File: src/rtl/ldpc_dvb_dec_hd_out_reader.sv
// Hard-decision output reader: pulls decoded words from the SRL output FIFO,
// hides its one-cycle read latency in a 2-entry buffer and presents framed
// words (sop/eop) on a valid/ready port. odone pulses after the last word.
module ldpc_dvb_dec_hd_out_reader #(
  parameter int pDAT_W = 8,
  parameter int pLEN_W = 16
) (
  input  logic              iclk,
  input  logic              ireset,
  input  logic              iclkena,
  input  logic              istart,
  input  logic [pLEN_W-1:0] iflen,
  output logic              obusy,
  output logic              odone,
  output logic              ofifo_read,
  input  logic              ififo_empty,
  input  logic              ififo_rval,
  input  logic [pDAT_W-1:0] ififo_rdat,
  output logic              oval,
  output logic              osop,
  output logic              oeop,
  output logic [pDAT_W-1:0] odat,
  input  logic              irdy
);

  typedef enum logic [1:0] {IDLE, RUN, DRAIN} state_t;

  state_t            state_q;
  logic [pLEN_W-1:0] len_q;
  logic [pLEN_W-1:0] issued_q;
  logic [pLEN_W-1:0] xfer_q;
  logic [pDAT_W-1:0] buf0_q;   // head entry, drives odat
  logic [pDAT_W-1:0] buf1_q;   // tail entry
  logic [1:0]        occ_q;
  logic              inflight_q;
  logic              done_q;

  logic [pLEN_W-1:0] last_idx;
  logic              pop;
  logic              wr;
  logic              credit_ok;
  logic              rd;

  // Transfer/write strobes and read issue; buffer credit counts the read in
  // flight and lets a same-cycle pop free a slot.
  always_comb begin
    last_idx  = len_q - pLEN_W'(1);
    pop       = iclkena & (occ_q != 2'd0) & irdy;
    wr        = iclkena & ififo_rval;
    credit_ok = ({1'b0, occ_q} + {2'b00, inflight_q}) < (3'd2 + {2'b00, pop});
    rd        = iclkena & (state_q == RUN) & ~ififo_empty &
                (issued_q < len_q) & credit_ok;
  end

  // Frame control: state, length, issue/transfer counters and done pulse.
  always_ff @(posedge iclk or posedge ireset) begin
    if (ireset) begin
      state_q    <= IDLE;
      len_q      <= '0;
      issued_q   <= '0;
      xfer_q     <= '0;
      inflight_q <= 1'b0;
      done_q     <= 1'b0;
    end else if (iclkena) begin
      done_q     <= 1'b0;
      inflight_q <= rd;
      if (rd && issued_q < len_q) begin
        issued_q <= issued_q + pLEN_W'(1);
      end
      if (pop && xfer_q < len_q) begin
        xfer_q <= xfer_q + pLEN_W'(1);
      end
      case (state_q)
        IDLE: begin
          // done_q blocks acceptance so frames are separated by one idle cycle
          if (istart && !done_q) begin
            if (iflen == '0) begin
              done_q <= 1'b1;
            end else begin
              state_q  <= RUN;
              len_q    <= iflen;
              issued_q <= '0;
              xfer_q   <= '0;
            end
          end
        end
        RUN: begin
          if (rd && issued_q == last_idx) begin
            state_q <= DRAIN;
          end
        end
        DRAIN: begin
          if (pop && xfer_q == last_idx) begin
            state_q <= IDLE;
            done_q  <= 1'b1;
          end
        end
        default: state_q <= IDLE;
      endcase
    end
  end

  // Two-entry output buffer: FIFO read data enters at the tail, head is output.
  always_ff @(posedge iclk or posedge ireset) begin
    if (ireset) begin
      buf0_q <= '0;
      buf1_q <= '0;
      occ_q  <= 2'd0;
    end else begin
      case ({wr, pop})
        2'b10: begin
          if (occ_q == 2'd0) begin
            buf0_q <= ififo_rdat;
          end else begin
            buf1_q <= ififo_rdat;
          end
          if (occ_q != 2'd2) begin
            occ_q <= occ_q + 2'd1;
          end
        end
        2'b01: begin
          buf0_q <= buf1_q;
          occ_q  <= occ_q - 2'd1;
        end
        2'b11: begin
          if (occ_q == 2'd1) begin
            buf0_q <= ififo_rdat;
          end else begin
            buf0_q <= buf1_q;
            buf1_q <= ififo_rdat;
          end
        end
        default: ;
      endcase
    end
  end

  always_comb begin
    oval       = (occ_q != 2'd0);
    odat       = buf0_q;
    osop       = oval & (xfer_q == '0);
    oeop       = oval & (xfer_q == last_idx);
    odone      = done_q;
    obusy      = (state_q != IDLE);
    ofifo_read = rd;
  end

`ifndef SYNTHESIS
  // Read data must only arrive during a frame and must always find a free slot.
  always_ff @(posedge iclk) begin
    if (!ireset && iclkena && ififo_rval) begin
      a_rval_in_idle : assert (state_q != IDLE);
      a_buf_overflow : assert (occ_q != 2'd2 || pop);
    end
  end
`endif

endmodule
File: config.mk
export PLATFORM = sky130hd
export DESIGN_NAME = ldpc_dvb_dec_hd_out_reader
export DESIGN_NICKNAME = d
export VERILOG_FILES = /design/src/rtl/ldpc_dvb_dec_hd_out_reader.sv
export SDC_FILE = /design/constraint.sdc
export NUM_CORES = 1
export LEC_CHECK = 0
export CAP_MARGIN = 20
export CORE_MARGIN = 3
export CORE_UTILIZATION = 60
export CTS_CLUSTER_DIAMETER = 50
export CTS_CLUSTER_SIZE = 20
export DETAILED_ROUTE_END_ITERATION = 6
export PLACE_DENSITY = 0.83
export SYNTH_ARGS = -nofsm -noshare
export SYNTH_HDL_FRONTEND = slang
export SYNTH_SLANG_ARGS = --single-unit
File: constraint.sdc
create_clock -name iclk -period 5.39 [get_ports iclk]
set_clock_uncertainty 0.1 [all_clocks]
set_input_delay 1.078 -clock iclk [delete_from_list [all_inputs] [get_ports iclk]]
set_output_delay 1.078 -clock iclk [all_outputs]
set_load 0.02 [all_outputs]
Run 1, metal 1:
Scale bar: 20 um.
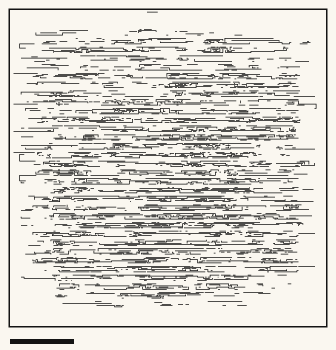
main direction	horizontal
share of all routed wire	42%

Run 1, the metal 2 layer:
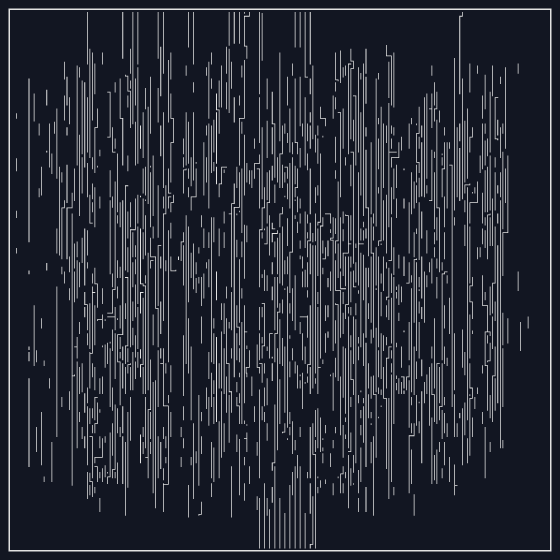
wire length on this layer	6270 um
nets with wire on the layer	568
longest straight run	49.3 um

Run 1, M3 wires:
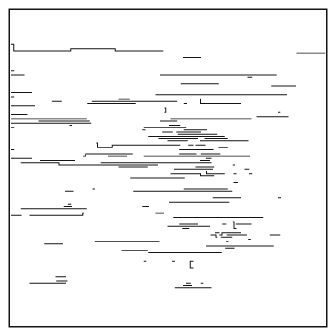
main direction	horizontal
share of all routed wire	7.8%
longest straight run	40.5 um
wire length on this layer	1050 um
nets with wire on the layer	87

[run 1: layout make-up]
cell class / instances / share of cell area
clock inverter: 6 / 0.0149
inverter: 27 / 0.0175
timing repair buffer: 47 / 0.0800
multi-input combinational: 443 / 0.541
tap: 102 / 0.0221
sequential: 70 / 0.303
clock buffer: 10 / 0.0221
[run 1: power breakdown]
part | switching, mW | leakage, nW | total, mW | internal, mW
registers | 0.117 | 0.840 | 0.743 | 0.626
logic | 0.276 | 1.73 | 0.529 | 0.253
clock network | 0.211 | 0.106 | 0.471 | 0.260
==> results.toml, run 1 <==
# generated from flow reports
[outcome]
status = "finished, final reports clean"

[clocking]
cts_tree = "done"
hold_buffers = 0
cts_inserted_buffers = 9
cts.repair.resized = 0
clk-insertion-delay-late_ns = 0.35

[floorplanning]
pin_count = 45
core_sq_mm = 0.00797
rows = 32
die_w_um = 98.0
initial_core_util = 0.638
die_h_um = 98.0

[critical_path]
cp.required_ns = 4.21
crit_buf_inv = 2
path_cells = "inv_1 -> ha_1 -> or3b_2 -> nor2_1 -> o2bb2ai_1 -> a2111oi_0 -> nand4_1 -> nor3_1 -> clkdlybuf4s50_1"
critPathArrivalTime_ns = 3.65
end_kind = "primary output"
crit_path_top_delay_cell = "clkdlybuf4s50_1"
cp-start-kind = "flop"
cp-startpoint = "len_q[1]"

[global_route]
grt_max_degree = 60
grt_pass1_wl_um = 22900

[synth]
synth.logic.top_family = "simple AND/OR/NAND/NOR gates"
yosys.area_share.simple = 0.231
numSynthFlops = 70
ys_area_sq_mm = 0.00508
synthAoiAreaFrac = 0.151
synth_cell_type_count = 66
postSynthSeqShare = 0.345
top_area_cell = "dfrtp_1"

[layout]
fillers = 575
diodes = 0
fin_util = 0.726
syn_to_final_growth_pct = 13.9
flop_area_sq_mm = 0.00175
nets = 670

[timing]
tns_ns = 0
hold_viol = 0
finalCriticalPeriod_ns = 4.83
rsz0062_at_grt = "no"
setup_slack_ns = 0.559

[min_path]
hold_depth = 2
min_path_type = "flop to flop"
min_from = "odat[5]"
min_to = "odat[5]"

[power_and_ir_drop]
p_per_area_mw_per_mm2 = 301
vdd_drop_max_v = 0.000314

[placement]
placed_area_sq_mm = 0.00557

[route]
wl_met3_um = 1050
drt_iter0_markers = 325
Run 1, routing congestion map:
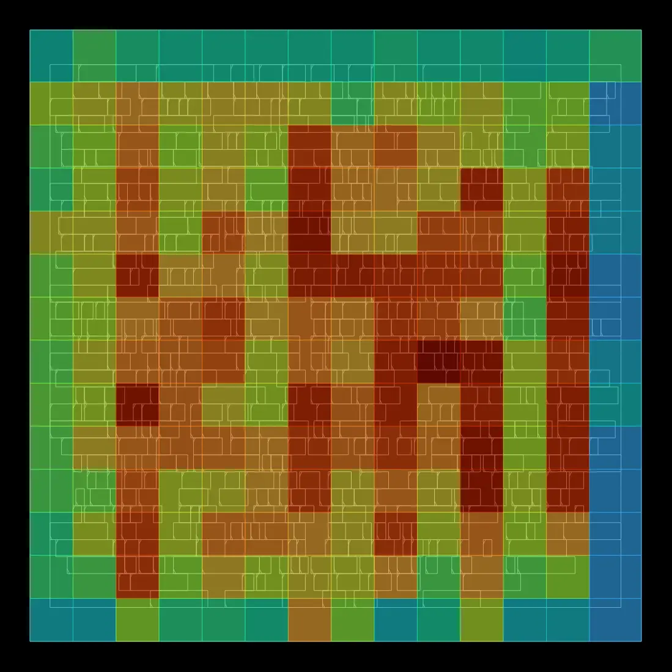

--- run 2 (diff from run 1) ---
Settings changed: CORE_UTILIZATION 60 to 59, PLACE_DENSITY 0.83 to 0.81.
Clock period 5.39 ns to 5.05 ns, I/O delays scaled along.
Run 2, routing congestion map:
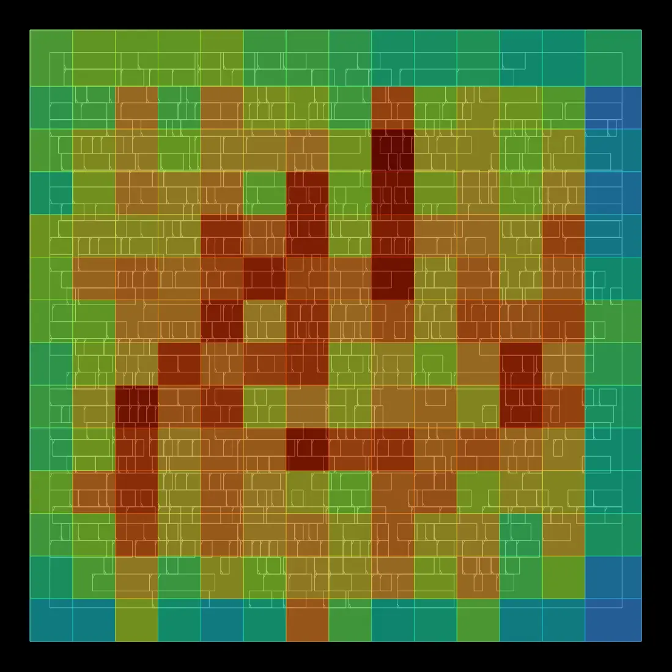
met2 Usage GRT: 0.461
M1 GR Usage: 0.399
Top Usage Layer GRT: met2
Layout Utilization: 0.699

Run 2, M3 wires:
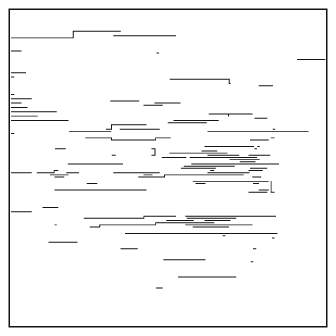
main direction	horizontal
share of all routed wire	7.0%
longest straight run	47.4 um

==> results.toml, run 2 <==
# generated from flow reports
[outcome]
status = "finished, final reports clean"

[floorplanning]
core_sq_mm = 0.00830
n_tap_cell = 105
pin_count = 45

[synth]
synth_cell_type_count = 66
top_area_cell = "dfrtp_1"

[critical_path]
crit_buf_inv = 2
path_cells = "inv_1 -> ha_1 -> or3b_2 -> nor2_1 -> o2bb2ai_1 -> a2111oi_0 -> nand4_1 -> nor3_1 -> clkdlybuf4s50_1"
cp-startpoint = "len_q[1]"
cp-start-kind = "flop"
cp.required_ns = 3.94
crit_path_top_delay_cell = "clkdlybuf4s50_1"

[global_route]
grt_pass1_wl_um = 22200
grt_max_degree = 60

[layout]
seq_cells = 70
clock_tree_area_fraction = 0.0382
syn_to_final_growth_pct = 14.1
fillers = 656
nNonClkInverters = 27
sh_comb_area = 0.540
seqAreaFraction = 0.302
diodes = 0

[clocking]
cts.repair.resized = 0

[placement]
placed_area_sq_mm = 0.00558

[route]
wl_met3_um = 935
drt_iter0_markers = 293

[min_path]
min_path_type = "flop to flop"
hold_depth = 2
min_to = "odat[1]"

[power_and_ir_drop]
vdd_drop_max_v = 0.000243

[timing]
tns_ns = 0
-- run 2: cell counts after synthesis --
No cell type changed its count.
-- run 2: kinds of logic after synthesis --
| family | after synthesis | share of synthesized area |
|---|---|---|
| compound gates | 117 | 0.151 |
| fa+ha+maj | 41 | 0.101 |
| buf+inv | 51 | 0.0399 |
| simple gates | 214 | 0.231 |
| flops | 70 | 0.345 |
| mux | 21 | 0.0436 |
| xor+xnor | 50 | 0.0889 |
-- run 2: power breakdown --
part / internal [mW] / leakage [nW] / total, mW / switching [mW]
combinational: 0.266 / 1.73 / 0.553 / 0.288
sequential: 0.668 / 0.840 / 0.796 / 0.127
clock: 0.282 / 0.107 / 0.508 / 0.226
Power and IR drop assume default switching activity.
